$ cat src/rtl/floorshift_log2_correct_pkg.sv
// floorshift_log2_pkg: shared constants and the elaboration-time generator for
// the log2 correction table used by floorshift_log2_correct.
//   INT_BITS    : width of the integer field of a log word (5)
//   corr_w()    : internal correction precision W = FRAC_BITS + 2
//   corr_entry(): C[k] = round((log2(1 + k/2^L) - k/2^L) * 2^W), and 0 for k = 2^L
// Optional feature macro honoured by the users of this package:
//   FLOORSHIFT_LOG2_CORRECT_INTERP_EN (linear interpolation between table entries)
package floorshift_log2_pkg;

    localparam int INT_BITS = 5;

    function automatic int corr_w(input int frac_bits);
        return frac_bits + 2;
    endfunction

    // Evaluated only at elaboration; the real arithmetic never reaches hardware.
    function automatic int corr_entry(input int frac_bits, input int lut_bits, input int k);
        real x;
        real e;
        if (k >= (1 << lut_bits)) begin
            return 0;
        end
        x = real'(k) / real'(1 << lut_bits);
        e = ($ln(1.0 + x) / $ln(2.0) - x) * real'(1 << corr_w(frac_bits));
        return $rtoi(e + 0.5);
    endfunction

endpackage

$ cat src/rtl/floorshift_log2_correct_if.sv
// floorshift_log2_correct_if: sample stream into and out of the correction stage.
//   in_i    : upstream log word {integer[4:0], fraction[FRAC_BITS-1:0]}
//   valid_i : in_i is valid this cycle
//   out_o   : corrected log word, same format
//   valid_o : out_o is valid this cycle (no backpressure)
// master = producer/consumer side, slave = the correction stage.
interface floorshift_log2_correct_if #(
    parameter int FRAC_BITS = 8
);
    logic [FRAC_BITS+floorshift_log2_pkg::INT_BITS-1:0] in_i;
    logic                                               valid_i;
    logic [FRAC_BITS+floorshift_log2_pkg::INT_BITS-1:0] out_o;
    logic                                               valid_o;

    modport master (output in_i, output valid_i, input out_o, input valid_o);
    modport slave  (input in_i, input valid_i, output out_o, output valid_o);
endinterface

$ cat src/rtl/floorshift_log2_correct_lut.sv
// log2_corr_lut: registered ROM holding the correction table (pipeline stage S2).
//   clk_i, rst_ni : clock, asynchronous active-low reset (outputs clear to 0)
//   idx_i         : table index (top LUT_BITS of the fraction)
//   c_lo_o        : C[idx], one clock after idx_i
//   c_hi_o        : C[idx+1], only with FLOORSHIFT_LOG2_CORRECT_INTERP_EN defined
// Without the macro only the single C[idx] read port exists.
module log2_corr_lut
    import floorshift_log2_pkg::*;
#(
    parameter int FRAC_BITS = 8,
    parameter int LUT_BITS  = 4,
    localparam int W        = corr_w(FRAC_BITS)
) (
    input  logic                clk_i,
    input  logic                rst_ni,
    input  logic [LUT_BITS-1:0] idx_i,
`ifdef FLOORSHIFT_LOG2_CORRECT_INTERP_EN
    output logic [W-1:0]        c_hi_o,
`endif
    output logic [W-1:0]        c_lo_o
);

`ifdef FLOORSHIFT_LOG2_CORRECT_INTERP_EN
    // One extra entry (always 0) so idx = max can read its upper neighbour.
    localparam int DEPTH = (1 << LUT_BITS) + 1;
`else
    localparam int DEPTH = (1 << LUT_BITS);
`endif

    logic [W-1:0] rom [0:DEPTH-1];

    for (genvar gi = 0; gi < DEPTH; gi++) begin : g_rom
        assign rom[gi] = W'(corr_entry(FRAC_BITS, LUT_BITS, gi));
    end

    logic [W-1:0] c_lo_d, c_lo_q;

`ifdef FLOORSHIFT_LOG2_CORRECT_INTERP_EN
    logic [W-1:0]      c_hi_d, c_hi_q;
    logic [LUT_BITS:0] idx_lo, idx_hi;

    always_comb begin
        idx_lo = {1'b0, idx_i};
        idx_hi = idx_lo + (LUT_BITS+1)'(1);
        c_lo_d = rom[idx_lo];
        c_hi_d = rom[idx_hi];
    end

    always_ff @(posedge clk_i or negedge rst_ni) begin
        if (!rst_ni) begin
            c_lo_q <= '0;
            c_hi_q <= '0;
        end else begin
            c_lo_q <= c_lo_d;
            c_hi_q <= c_hi_d;
        end
    end

    assign c_hi_o = c_hi_q;
`else
    always_comb begin
        c_lo_d = rom[idx_i];
    end

    always_ff @(posedge clk_i or negedge rst_ni) begin
        if (!rst_ni) begin
            c_lo_q <= '0;
        end else begin
            c_lo_q <= c_lo_d;
        end
    end
`endif

    assign c_lo_o = c_lo_q;

endmodule

$ cat src/rtl/floorshift_log2_correct.sv
// floorshift_log2_correct: adds the LUT correction log2(1+f) - f to the
// fractional part of a piecewise-linear log2 word. Fixed latency of 4 clocks,
// one sample per clock.
//   clk_i  : clock
//   rst_ni : asynchronous active-low reset; flushes every stage
//   bus    : slave side of floorshift_log2_correct_if (in_i/valid_i -> out_o/valid_o)
// Stages: S1 input register, S2 table read, S3 correction term, S4 add/round/saturate.
// FLOORSHIFT_LOG2_CORRECT_INTERP_EN defined: linear interpolation between
// C[idx] and C[idx+1]; undefined: step correction C[idx] (S3 is then a plain register).
module floorshift_log2_correct
    import floorshift_log2_pkg::*;
#(
    parameter int FRAC_BITS = 8,
    parameter int LUT_BITS  = 4
) (
    input  logic                     clk_i,
    input  logic                     rst_ni,
    floorshift_log2_correct_if.slave bus
);

    localparam int W  = corr_w(FRAC_BITS);
    localparam int DW = FRAC_BITS + INT_BITS;
    localparam int SW = W + INT_BITS + 1;        // {word, 2'b00} plus one headroom bit
`ifdef FLOORSHIFT_LOG2_CORRECT_INTERP_EN
    localparam int SHIFT  = FRAC_BITS - LUT_BITS;
    localparam int R_BITS = (SHIFT > 0) ? SHIFT : 1;
    localparam int CW     = W + R_BITS + 2;      // holds (C[idx+1]-C[idx])*r signed
`else
    localparam int CW     = W + 1;
`endif

    logic [DW-1:0]        in1_d, in1_q, in2_d, in2_q, in3_d, in3_q, out_d, out_q;
    logic                 v1_d, v1_q, v2_d, v2_q, v3_d, v3_q, v4_d, v4_q;
    logic signed [CW-1:0] c3_d, c3_q;
    logic [W-1:0]         c_lo;
    logic [SW-1:0]        sum;
    logic [DW:0]          q_trunc, q_round;
    logic                 round_up;

`ifdef FLOORSHIFT_LOG2_CORRECT_INTERP_EN
    logic [W-1:0]         c_hi;
    logic [R_BITS-1:0]    r1, r2_d, r2_q;
    logic signed [CW-1:0] c_lo_s, c_hi_s, r_s, prod;

    // r is empty when the whole fraction indexes the table.
    if (SHIFT > 0) begin : g_r
        assign r1 = in1_q[R_BITS-1:0];
    end else begin : g_r0
        assign r1 = '0;
    end
`endif

    log2_corr_lut #(
        .FRAC_BITS(FRAC_BITS),
        .LUT_BITS (LUT_BITS)
    ) u_lut (
        .clk_i (clk_i),
        .rst_ni(rst_ni),
        .idx_i (in1_q[FRAC_BITS-1 -: LUT_BITS]),
`ifdef FLOORSHIFT_LOG2_CORRECT_INTERP_EN
        .c_hi_o(c_hi),
`endif
        .c_lo_o(c_lo)
    );

    always_comb begin
        in1_d = bus.in_i;
        v1_d  = bus.valid_i;
        in2_d = in1_q;
        v2_d  = v1_q;
        in3_d = in2_q;
        v3_d  = v2_q;
        v4_d  = v3_q;

`ifdef FLOORSHIFT_LOG2_CORRECT_INTERP_EN
        r2_d   = r1;
        c_lo_s = $signed(CW'(c_lo));
        c_hi_s = $signed(CW'(c_hi));
        r_s    = $signed(CW'(r2_q));
        prod   = (c_hi_s - c_lo_s) * r_s;
        // Arithmetic shift floors a negative slope contribution.
        c3_d   = c_lo_s + (prod >>> SHIFT);
`else
        c3_d   = $signed(CW'(c_lo));
`endif

        sum      = {1'b0, in3_q, 2'b00} + SW'(c3_q);
        q_trunc  = sum[SW-1:2];
        // Round half to even on the two dropped bits.
        round_up = sum[1] & (sum[0] | sum[2]);
        q_round  = q_trunc + (DW+1)'(round_up);
        out_d    = q_round[DW] ? '1 : q_round[DW-1:0];
    end

    always_ff @(posedge clk_i or negedge rst_ni) begin
        if (!rst_ni) begin
            in1_q <= '0;
            in2_q <= '0;
            in3_q <= '0;
            out_q <= '0;
            v1_q  <= 1'b0;
            v2_q  <= 1'b0;
            v3_q  <= 1'b0;
            v4_q  <= 1'b0;
            c3_q  <= '0;
`ifdef FLOORSHIFT_LOG2_CORRECT_INTERP_EN
            r2_q  <= '0;
`endif
        end else begin
            in1_q <= in1_d;
            in2_q <= in2_d;
            in3_q <= in3_d;
            out_q <= out_d;
            v1_q  <= v1_d;
            v2_q  <= v2_d;
            v3_q  <= v3_d;
            v4_q  <= v4_d;
            c3_q  <= c3_d;
`ifdef FLOORSHIFT_LOG2_CORRECT_INTERP_EN
            r2_q  <= r2_d;
`endif
        end
    end

    assign bus.out_o   = out_q;
    assign bus.valid_o = v4_q;

endmodule

$ cat src/flat_wrapper.sv
// flat-port wrapper written by rule: the top's interface ports become plain ports
module floorshift_log2_correct_flat import floorshift_log2_pkg::*;
#(
    parameter int FRAC_BITS = 8,
    parameter int LUT_BITS  = 4
)
  (clk_i, rst_ni, bus_in_i, bus_valid_i, bus_out_o, bus_valid_o);
  floorshift_log2_correct_if #(.FRAC_BITS(FRAC_BITS)) bus_i ();
  input  logic clk_i;
  input  logic rst_ni;
  input wire logic [$bits(bus_i.in_i)-1:0] bus_in_i;
  input wire logic [$bits(bus_i.valid_i)-1:0] bus_valid_i;
  output wire logic [$bits(bus_i.out_o)-1:0] bus_out_o;
  output wire logic [$bits(bus_i.valid_o)-1:0] bus_valid_o;
  assign bus_i.in_i = bus_in_i;
  assign bus_i.valid_i = bus_valid_i;
  assign bus_out_o = bus_i.out_o;
  assign bus_valid_o = bus_i.valid_o;
  floorshift_log2_correct #(.FRAC_BITS(FRAC_BITS), .LUT_BITS(LUT_BITS)) u_core (.clk_i(clk_i), .rst_ni(rst_ni), .bus(bus_i));
endmodule
$ cat config.mk
export PLATFORM = sky130hd
export DESIGN_NAME = floorshift_log2_correct_flat
export DESIGN_NICKNAME = d
export VERILOG_FILES = /design/src/rtl/floorshift_log2_correct_pkg.sv /design/src/rtl/floorshift_log2_correct_if.sv /design/src/rtl/floorshift_log2_correct_lut.sv /design/src/rtl/floorshift_log2_correct.sv /design/src/flat_wrapper.sv
export SDC_FILE = /design/constraint.sdc
export NUM_CORES = 1
export LEC_CHECK = 0
export ABC_AREA = 1
export CAP_MARGIN = 20
export CORE_MARGIN = 2
export CORE_UTILIZATION = 35
export CTS_BUF_LIST = sky130_fd_sc_hd__clkbuf_4
export CTS_CLUSTER_DIAMETER = 60
export DETAILED_ROUTE_END_ITERATION = 10
export RECOVER_POWER = 50
export SLEW_MARGIN = 20
export SYNTH_ARGS = -nofsm -noshare
export SYNTH_HDL_FRONTEND = slang
export SYNTH_SLANG_ARGS = --single-unit
$ cat constraint.sdc
create_clock -name clk_i -period 4 [get_ports clk_i]
set_input_delay 0.6 -clock clk_i [delete_from_list [all_inputs] [get_ports clk_i]]
set_output_delay 0.6 -clock clk_i [all_outputs]
set_load 0.01 [all_outputs]
Figure 1. Register map, names as in the netlist.
Other sequential cells in the stronger grey, the rest of the logic in the fainter grey.
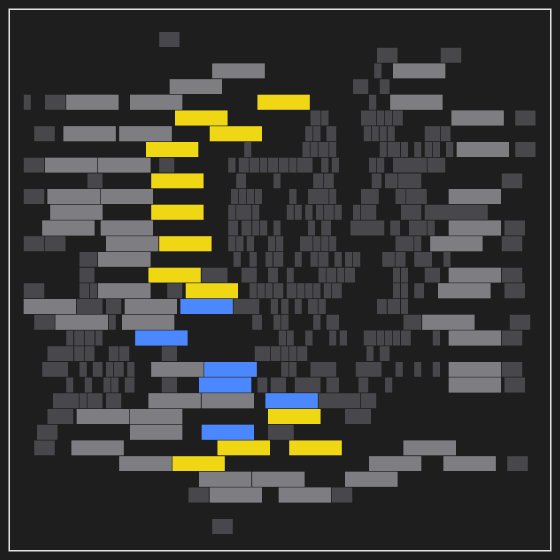
u_core.in3_q: in yellow, placed flops 13. u_core.c3_q: in blue, placed flops 6.
Another 49 sequential cells are not coloured.
Seq area share: 51.0%
register area: 1700 µm²
sequential logic power: 763 µW
Finished Core Util: 43.2%

==> flow_summary.ini <==
; synthesis and place-and-route metrics
[run_status]
outcome = finished, violations left
violations = max-capacitance violations, max-slew violations

[logic_synthesis]
syn_area_um2 = 2800
synth.most_common_cell = nand2_1
ys.flop_type = dfrtp_1
synthesis.nets = 305
yosys_area_um2 = 2800
synth_top_area_share_pct = 60.7
ys_sh_xor_pct = 2.45
yosys.area_share.aoi_pct = 3.53
avgSynthCellArea_um2 = 10.2
common_cells = nand2_1, dfrtp_1, nand3_1
synthSimpleGateAreaFrac_pct = 22.4
ys.flops = 68

[detailed_routing]
vias = 1833
drt_iter0_markers = 79
wl_per_cell_um = 10.5
detail-route-antenna-nets = 0
drc = 0
viasPerCell = 4.35

[clock_network]
ctsRootBufferMaster = clkbuf_4
cts_buffers = 9
cts.clk_slew.worst_paths_ns = 0.11
ctsHoldBuffers = 0

[floorplan]
initial_core_util_pct = 36.3
std_cell_rows = 32
die_h_um = 93.5
die_area_um2 = 8740
ios = 30

[job]
drv_cap = 1

[power]
power.share.clock_pct = 29.7
power.group.top = sequential cells
p_sw_uw = 378
power.total_mw = 1.42
p_int_mw = 1.04

[worst_setup_path]
worstPathRequired_ns = 4.28
crit_family = simple AND/OR/NAND/NOR gates
endpoint_kind = flop
critPathMostFrequentCell = nand2_1

[placed_design]
routabilityCongestion = 0.797

[final_timing]
maxSlewViolCount = 40
fin_tns_setup_ns = 0
slew_headroom_pct = -29.8
finalWorstSetupSlack_ns = 1.62

[global_route]
grt_pass1_wl_um = 8070
use_met3_pct = 4.11
grt_max_degree = 40

[final_layout]
syn_to_final_growth_pct = 19.0
Figure 2. Gate-type map.
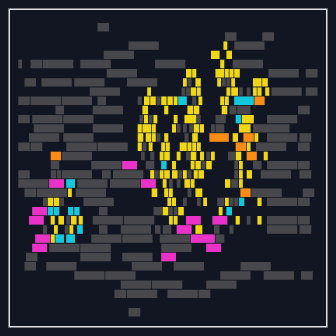
aoi and oai cells: in cyan, cells 14, most used o21ai_0. xor and xnor cells: in orange, cells 7. nand cells: in yellow, cells 119, most used nand2_1. fa/ha/maj cells: in magenta, cells 13, most used ha_1.
dominant logic cell type in the layout: nand2_1
final non-filler cell total: 421

-- routing by layer --
layer  vias to the layer above  wire (µm)
met5                         -          0
met4                         0         62
met3                         4        236
met2                        51       2060
met1                       819       2080
li1                        959          -
-- cell type report --
cell class	instances	area (µm²)
clock buffers	10	75.1
multi-input cells	174	967
clock inverters	5	53.8
well taps	102	128
repair buffers	30	292
inverters	32	120
fillers	737	4390
flip-flops and latches	68	1700
-- through the flow --
step | instance area (µm²) | util [%] | cells | hold WS (ns)
final | 3340 | 43.2 | 421 | 0.351
after global routing | 3340 | 43.2 | 421 | 0.353
after CTS | 3340 | 43.2 | 421 | 0.286
after detailed placement | 3210 | 41.5 | 406 | 0.335
after global placement | 3210 | 41.5 | 406 | 0.332
after floorplan | 2800 | - | 276 | 0.304
-- final timing paths --
path	slack [ns]	cells after the start	start	to
max reg2reg	1.62	12	u_core.c3_q[2]	u_core.bus.out_o[2]
min	0.35	0	u_core.in2_q[5]	u_core.in3_q[5]
min in group asynchronous	0.73	1	rst_ni	u_core.in3_q[5]
max	1.62	12	u_core.c3_q[2]	u_core.bus.out_o[2]
min reg2reg	0.35	0	u_core.in2_q[5]	u_core.in3_q[5]
max in group asynchronous	2.01	2	rst_ni	u_core.c3_q[4]
-- worst register-to-register path, delay by kind of cell (launching register included) --
family | cells | cell delay, ns
flip-flops | 1 | 0.38
AND/OR/NAND/NOR | 8 | 0.73
adder cells (fa/ha/maj) | 2 | 0.71
AND-OR/OR-AND | 2 | 0.45
-- flip-flops by register name, summed over array words and instances, names as in the netlist --
signal,cells
u_core.in3_q,13
u_core.v2_q,1
u_core.v1_q,1
u_core.bus.out_o,13
u_core.in1_q,13
u_core.c3_q,6
u_core.u_lut.c_lo_o,6
u_core.bus.valid_o,1
u_core.v3_q,1
u_core.in2_q,13
Power figures rest on the tool's default switching activity, not on a simulated workload.
